**config.mk**
```make
export PLATFORM = sky130hd
export DESIGN_NAME = uart_tx_fifo_flat
export DESIGN_NICKNAME = d
export VERILOG_FILES = /design/src/rtl/uart_tx_fifo_if.sv /design/src/rtl/uart_tx_fifo.sv /design/src/flat_wrapper.sv
export SDC_FILE = /design/constraint.sdc
export NUM_CORES = 1
export LEC_CHECK = 0
export CORE_MARGIN = 5
export CORE_UTILIZATION = 55
export CTS_CLUSTER_DIAMETER = 80
export DETAILED_ROUTE_END_ITERATION = 6
export GPL_TIMING_DRIVEN = 0
export HOLD_SLACK_MARGIN = 0.02
export PLACE_DENSITY_LB_ADDON = 0.2
export SKIP_CTS_REPAIR_TIMING = 1
export SLEW_MARGIN = 5
export SYNTH_ARGS = -nofsm -noshare
export SYNTH_HDL_FRONTEND = slang
export SYNTH_SLANG_ARGS = --single-unit
```
**constraint.sdc**
```tcl
create_clock -name clk -period 3.3 [get_ports clk]
set_clock_uncertainty 0.15 [all_clocks]
set_input_delay 0.495 -clock clk [delete_from_list [all_inputs] [get_ports clk]]
set_output_delay 0.495 -clock clk [all_outputs]
set_load 0.01 [all_outputs]
```
**src/rtl/uart_tx_fifo_if.sv**
```systemverilog
// Byte push channel into the UART transmit FIFO.
//   data  : byte to queue
//   valid : producer offers data this cycle
//   ready : FIFO can accept (not full)
// Handshake: a byte is taken on every rising clk edge where valid && ready.
// The producer must hold data stable while valid is high and ready is low;
// ready does not depend on valid.
interface uart_tx_fifo_if;
  logic [7:0] data;
  logic       valid;
  logic       ready;

  modport master (output data, output valid, input ready);
  modport slave  (input data, input valid, output ready);
endinterface

```
**src/rtl/uart_tx_fifo.sv**
```systemverilog
// UART transmitter with an internal byte FIFO, single clock domain.
// Frame: start bit, 8 data bits LSB first, optional parity bit, one stop bit.
// Bit timing comes from tck_en, a one-cycle pulse per bit time.
// Ports:
//   clk, rst          system clock, synchronous active-high reset
//   tck_en            baud enable pulse
//   tx_enable         0 holds off new frames (a frame in flight completes)
//   tx_cts_n          peer clear-to-send, active-low, checked only at frame start
//   parity_en         insert parity bit (captured at frame start)
//   parity_odd        0 even / 1 odd parity (captured at frame start)
//   flush_tx          empties the FIFO, wins over a simultaneous push
//   txfifo            push channel (data/valid/ready)
//   txfifo_full/empty FIFO status
//   tx                registered serial line, idle high
//   tx_busy           FSM not idle
//   tx_done           one-cycle pulse as the stop bit ends
//   state_dbg         current FSM state encoding
module uart_tx_fifo #(
  parameter int FIFO_DEPTH = 8
) (
  input  logic           clk,
  input  logic           rst,
  input  logic           tck_en,
  input  logic           tx_enable,
  input  logic           tx_cts_n,
  input  logic           parity_en,
  input  logic           parity_odd,
  input  logic           flush_tx,
  uart_tx_fifo_if.slave  txfifo,
  output logic           txfifo_full,
  output logic           txfifo_empty,
  output logic           tx,
  output logic           tx_busy,
  output logic           tx_done,
  output logic [2:0]     state_dbg
);

  localparam int AW = $clog2(FIFO_DEPTH);

  typedef enum logic [2:0] {
    S_IDLE   = 3'd0,
    S_START  = 3'd1,
    S_DATA   = 3'd2,
    S_PARITY = 3'd3,
    S_STOP   = 3'd4
  } state_t;

  // ---------------- FIFO ----------------
  logic [7:0]    mem [FIFO_DEPTH];
  logic [AW-1:0] wr_ptr, rd_ptr;
  logic [AW:0]   count;
  logic          push, pop;
  logic [7:0]    head;

  assign txfifo_full  = (count == (AW+1)'(FIFO_DEPTH));
  assign txfifo_empty = (count == '0);
  assign txfifo.ready = !txfifo_full;
  assign push         = txfifo.valid && txfifo.ready;
  assign head         = mem[rd_ptr];

  always_ff @(posedge clk) begin
    if (push && !flush_tx) mem[wr_ptr] <= txfifo.data;
  end

  always_ff @(posedge clk) begin
    if (rst || flush_tx) begin
      wr_ptr <= '0;
      rd_ptr <= '0;
      count  <= '0;
    end else begin
      if (push) wr_ptr <= wr_ptr + 1'b1;
      if (pop)  rd_ptr <= rd_ptr + 1'b1;
      case ({push, pop})
        2'b10:   count <= count + 1'b1;
        2'b01:   count <= count - 1'b1;
        default: count <= count;
      endcase
    end
  end

  // ---------------- transmit FSM ----------------
  state_t     state_q, state_d;
  logic [7:0] sh_q, sh_d;
  logic [2:0] cnt_q, cnt_d;
  logic       par_q, par_d;
  logic       par_en_q, par_en_d;
  logic       tx_q, tx_d;
  logic       done_q, done_d;
  logic       start_ok;

  // Conditions for launching a frame; tck_en included so launch lines up with a bit boundary.
  assign start_ok = tck_en && !txfifo_empty && tx_enable && !tx_cts_n;

  always_comb begin
    state_d  = state_q;
    sh_d     = sh_q;
    cnt_d    = cnt_q;
    par_d    = par_q;
    par_en_d = par_en_q;
    tx_d     = tx_q;
    done_d   = 1'b0;
    pop      = 1'b0;

    case (state_q)
      S_IDLE: begin
        tx_d = 1'b1;
        if (start_ok) begin
          pop      = 1'b1;
          sh_d     = head;
          par_d    = (^head) ^ parity_odd;
          par_en_d = parity_en;
          tx_d     = 1'b0;
          state_d  = S_START;
        end
      end
      S_START: begin
        if (tck_en) begin
          tx_d    = sh_q[0];
          cnt_d   = 3'd0;
          state_d = S_DATA;
        end
      end
      S_DATA: begin
        if (tck_en) begin
          if (cnt_q == 3'd7) begin
            if (par_en_q) begin
              tx_d    = par_q;
              state_d = S_PARITY;
            end else begin
              tx_d    = 1'b1;
              state_d = S_STOP;
            end
          end else begin
            // Bit 1 of the current register becomes bit 0 after the shift.
            sh_d  = {1'b0, sh_q[7:1]};
            tx_d  = sh_q[1];
            cnt_d = cnt_q + 3'd1;
          end
        end
      end
      S_PARITY: begin
        if (tck_en) begin
          tx_d    = 1'b1;
          state_d = S_STOP;
        end
      end
      S_STOP: begin
        if (tck_en) begin
          done_d = 1'b1;
          if (start_ok) begin
            // Back-to-back frame: start bit follows the stop bit directly.
            pop      = 1'b1;
            sh_d     = head;
            par_d    = (^head) ^ parity_odd;
            par_en_d = parity_en;
            tx_d     = 1'b0;
            state_d  = S_START;
          end else begin
            tx_d    = 1'b1;
            state_d = S_IDLE;
          end
        end
      end
      default: begin
        tx_d    = 1'b1;
        state_d = S_IDLE;
      end
    endcase
  end

  always_ff @(posedge clk) begin
    if (rst) begin
      state_q  <= S_IDLE;
      sh_q     <= '0;
      cnt_q    <= '0;
      par_q    <= 1'b0;
      par_en_q <= 1'b0;
      tx_q     <= 1'b1;
      done_q   <= 1'b0;
    end else begin
      state_q  <= state_d;
      sh_q     <= sh_d;
      cnt_q    <= cnt_d;
      par_q    <= par_d;
      par_en_q <= par_en_d;
      tx_q     <= tx_d;
      done_q   <= done_d;
    end
  end

  assign tx        = tx_q;
  assign tx_done   = done_q;
  assign tx_busy   = (state_q != S_IDLE);
  assign state_dbg = state_q;

endmodule

```
**src/flat_wrapper.sv**
```systemverilog
// flat-port wrapper written by rule: the top's interface ports become plain ports
module uart_tx_fifo_flat 
#(
  parameter int FIFO_DEPTH = 8
)
  (clk, rst, tck_en, tx_enable, tx_cts_n, parity_en, parity_odd, flush_tx, txfifo_full, txfifo_empty, tx, tx_busy, tx_done, state_dbg, txfifo_data, txfifo_valid, txfifo_ready);
  uart_tx_fifo_if txfifo_i ();
  input  logic clk;
  input  logic rst;
  input  logic tck_en;
  input  logic tx_enable;
  input  logic tx_cts_n;
  input  logic parity_en;
  input  logic parity_odd;
  input  logic flush_tx;
  output logic txfifo_full;
  output logic txfifo_empty;
  output logic tx;
  output logic tx_busy;
  output logic tx_done;
  output logic [2:0] state_dbg;
  input wire logic [$bits(txfifo_i.data)-1:0] txfifo_data;
  input wire logic [$bits(txfifo_i.valid)-1:0] txfifo_valid;
  output wire logic [$bits(txfifo_i.ready)-1:0] txfifo_ready;
  assign txfifo_i.data = txfifo_data;
  assign txfifo_i.valid = txfifo_valid;
  assign txfifo_ready = txfifo_i.ready;
  uart_tx_fifo #(.FIFO_DEPTH(FIFO_DEPTH)) u_core (.clk(clk), .rst(rst), .tck_en(tck_en), .tx_enable(tx_enable), .tx_cts_n(tx_cts_n), .parity_en(parity_en), .parity_odd(parity_odd), .flush_tx(flush_tx), .txfifo(txfifo_i), .txfifo_full(txfifo_full), .txfifo_empty(txfifo_empty), .tx(tx), .tx_busy(tx_busy), .tx_done(tx_done), .state_dbg(state_dbg));
endmodule
```
### M1 wires

The bar under the picture is 20 um long. Cells faint in the background.
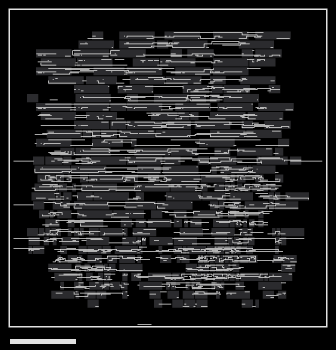
The wires run mostly horizontal. 329 nets have wire on it. The longest straight run is 57.0 um. The layer carries 3550 um of wire. The layer holds 47% of the routed length.

### Met2 routing

Cells faint in the background.
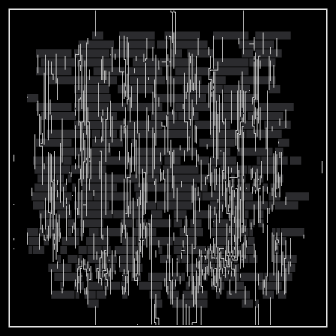
The longest straight run is 33.3 um. The layer holds 48% of the routed length.
met2 Usage GRT: 0.271
Total Wirelength: 7540 um

==> qor.yml <==
ys_top_logic_family: "multiplexers"
numCtsBuffers: 9
detail_route.wl_per_cell_um: 17.4
track_usage: 0.181
crit_cells: 11
synth_cell_types: 37
drc: 0
nFillCells: 556
finalCritPeriodShare: 0.907
dr.first_iter.drc_count: 148
drive_above_1_share: 0.164
crit_path_top_delay_cell: "or3_1"
cts_tree: "built"
antenna_found_initial: 0
ys_sh_simple: 0.0934
max_slew.worst_pin.slew_ps: 877
crit_type: "reg -> reg"
endpoint_kind: "flip-flop"
p_comb_frac: 0.052
arrival_ps: 3140
yosysWarningCount: 0
die_h_um: 96.2
via_per_inst: 5.62
area_growth_pct: 16.0
internal_power_uw: 1620
worst_setup_path_start_kind: "flip-flop"
clkSinkCount: 95
largest_area_cell: "edfxtp_1"
crit_path_end: "u_core.count[2]$_SDFFE_PP0P_"
critical-path-top-delay-family: "simple AND/OR/NAND/NOR gates"
fmax_ghz: 0.334
ff2ff_setup_slack_ps: 310
status: "complete, no violations"
floorplan.core_util: 0.563
layout.cells.most_common: "edfxtp_1"
ir_drop_uv: 319
core.rowCount: 31
core_area_um2: 7250
cellPowerDensity_nw_per_um2: 445
drv_slew: 0
port_buffers: 23
synth.most_common_cell: "edfxtp_1"
finalNonFillerCells: 434
ys_ff: 95
min_path_cells: 2
routabilityCongestion: 0.872
ys_cells: 286
required_ps: 3450
yosys-top-cells-area: "edfxtp_1 (47%), dfxtp_1 (15%), mux4_2 (5.5%)"
grt_max_degree: 19
r2r_end: "u_core.count[2]$_SDFFE_PP0P_"
min_from: "rst"
ys_sh_adder: 0.0214
ys.flop_type: "edfxtp_1"
min_period_ps: 2990
chipArea_um2: 9250
syn_inst: 286
swShare: 0.230
firstDrtPassIters: 4
r2r_start: "u_core.count[1]$_SDFFE_PP0P_"
cp_cell_sequence: "clkbuf_1 > nor4_1 > or3_1 > nor3_4 > ha_1 > xor2_1 > ha_1 > a21oi_1 > xor2_1 > or3_1 > a21oi_1"
max-cap-violations: 0
antenna_left: 0
synth_seq_share: 0.623
cp_max_fo: 8
nets: 354
post-route-util: 0.653
cts.htree.levels: 3
leakagePower_uw: 0.00161
grt_pass1_vias: 2435
dp_cells: 414
hpwl_um: 5350
synth_area_per_cell_um2: 14.3
clk_pin_slew_ps: 100
die_width_um: 96.2
r2r_cells: 11
ys_sh_mux: 0.127
ios: 26
rsz0062_at_grt: "false"
warnings: 27
final_hold_viol_count: 0
### M3 wires

The bar under the picture is 20 um long. Cells faint in the background.
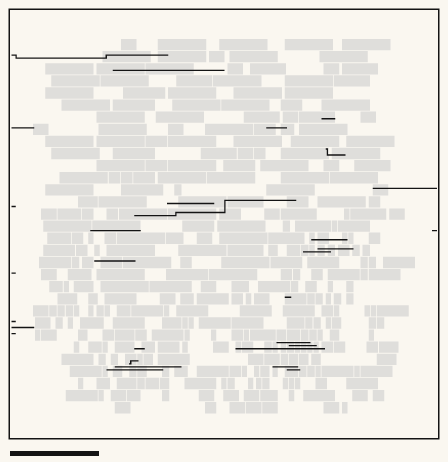
The layer carries 267 um of wire. The longest straight run is 24.8 um. 25 nets have wire on it. The layer holds 3.5% of the routed length.
met3 GRT Util: 0.0336
Vias: 2437

-- power groups by stage --
stage	logic (uW)	clock network (uW)	registers [uW]
global route	118	784	1280
detailed placement	108	0	1310
floorplan	59.7	0	1310
finish	109	717	1280
CTS	108	735	1280
global placement	103	0	1310
-- area by class of cell --
class | count | area (um2) | share of cell area
flip-flops and latches | 95 | 2540 | 0.537
multi-input cells | 172 | 1460 | 0.307
repair buffers | 33 | 305 | 0.0645
clock buffers | 9 | 124 | 0.0262
well taps | 99 | 124 | 0.0262
plain buffers | 15 | 109 | 0.0230
clock inverters | 7 | 61.3 | 0.0129
inverters | 4 | 15.0 | 0.00317
-- metal layers --
layer / routed length [um] / global-route usage / vias to the layer above
met3: 266 / 0.0336 / 8
met2: 3620 / 0.271 / 48
met1: 3550 / 0.265 / 1203
li1: - / - / 1178
met4: 102 / 0.0640 / 0
met5: 0 / 0 / -
-- stage by stage --
stage,hold WS [ps],total power [uW],cell area [um2],TNS [ps],setup slack (ps)
6_report,241,2110,4740,0,306
4_1_cts,230,2130,4710,0,170
5_1_grt,245,2190,4740,0,23.1
3_5_place_dp,317,1420,4520,-72.7,-72.7
3_3_place_gp,309,1410,4440,-18750,-579
2_1_floorplan,297,1370,4080,0,392
-- registers in the layout, indices dropped and copies added (netlist names), named ones only --
signal and flops:
u_core.wr_ptr 3, u_core.mem 64, u_core.tx_done 1, u_core.par_q 1, u_core.par_en_q 1, u_core.sh_q 8
u_core.count 4, u_core.state_dbg 3, u_core.tx 1, u_core.cnt_q 3, u_core.rd_ptr 3
-- logic make-up (layout without fill, tap and decap cells) --
logic type / Yosys count / after routing
AOI/OAI and AO/OA: 48 / 48
adders and majority gates: 7 / 7
and+or+nand+nor: 77 / 77
DFF: 95 / 95
muxes: 29 / 29
buffers and inverters: 19 / 68
xor gates and xnor gates: 11 / 11
Power is estimated from default activity; no workload was simulated.
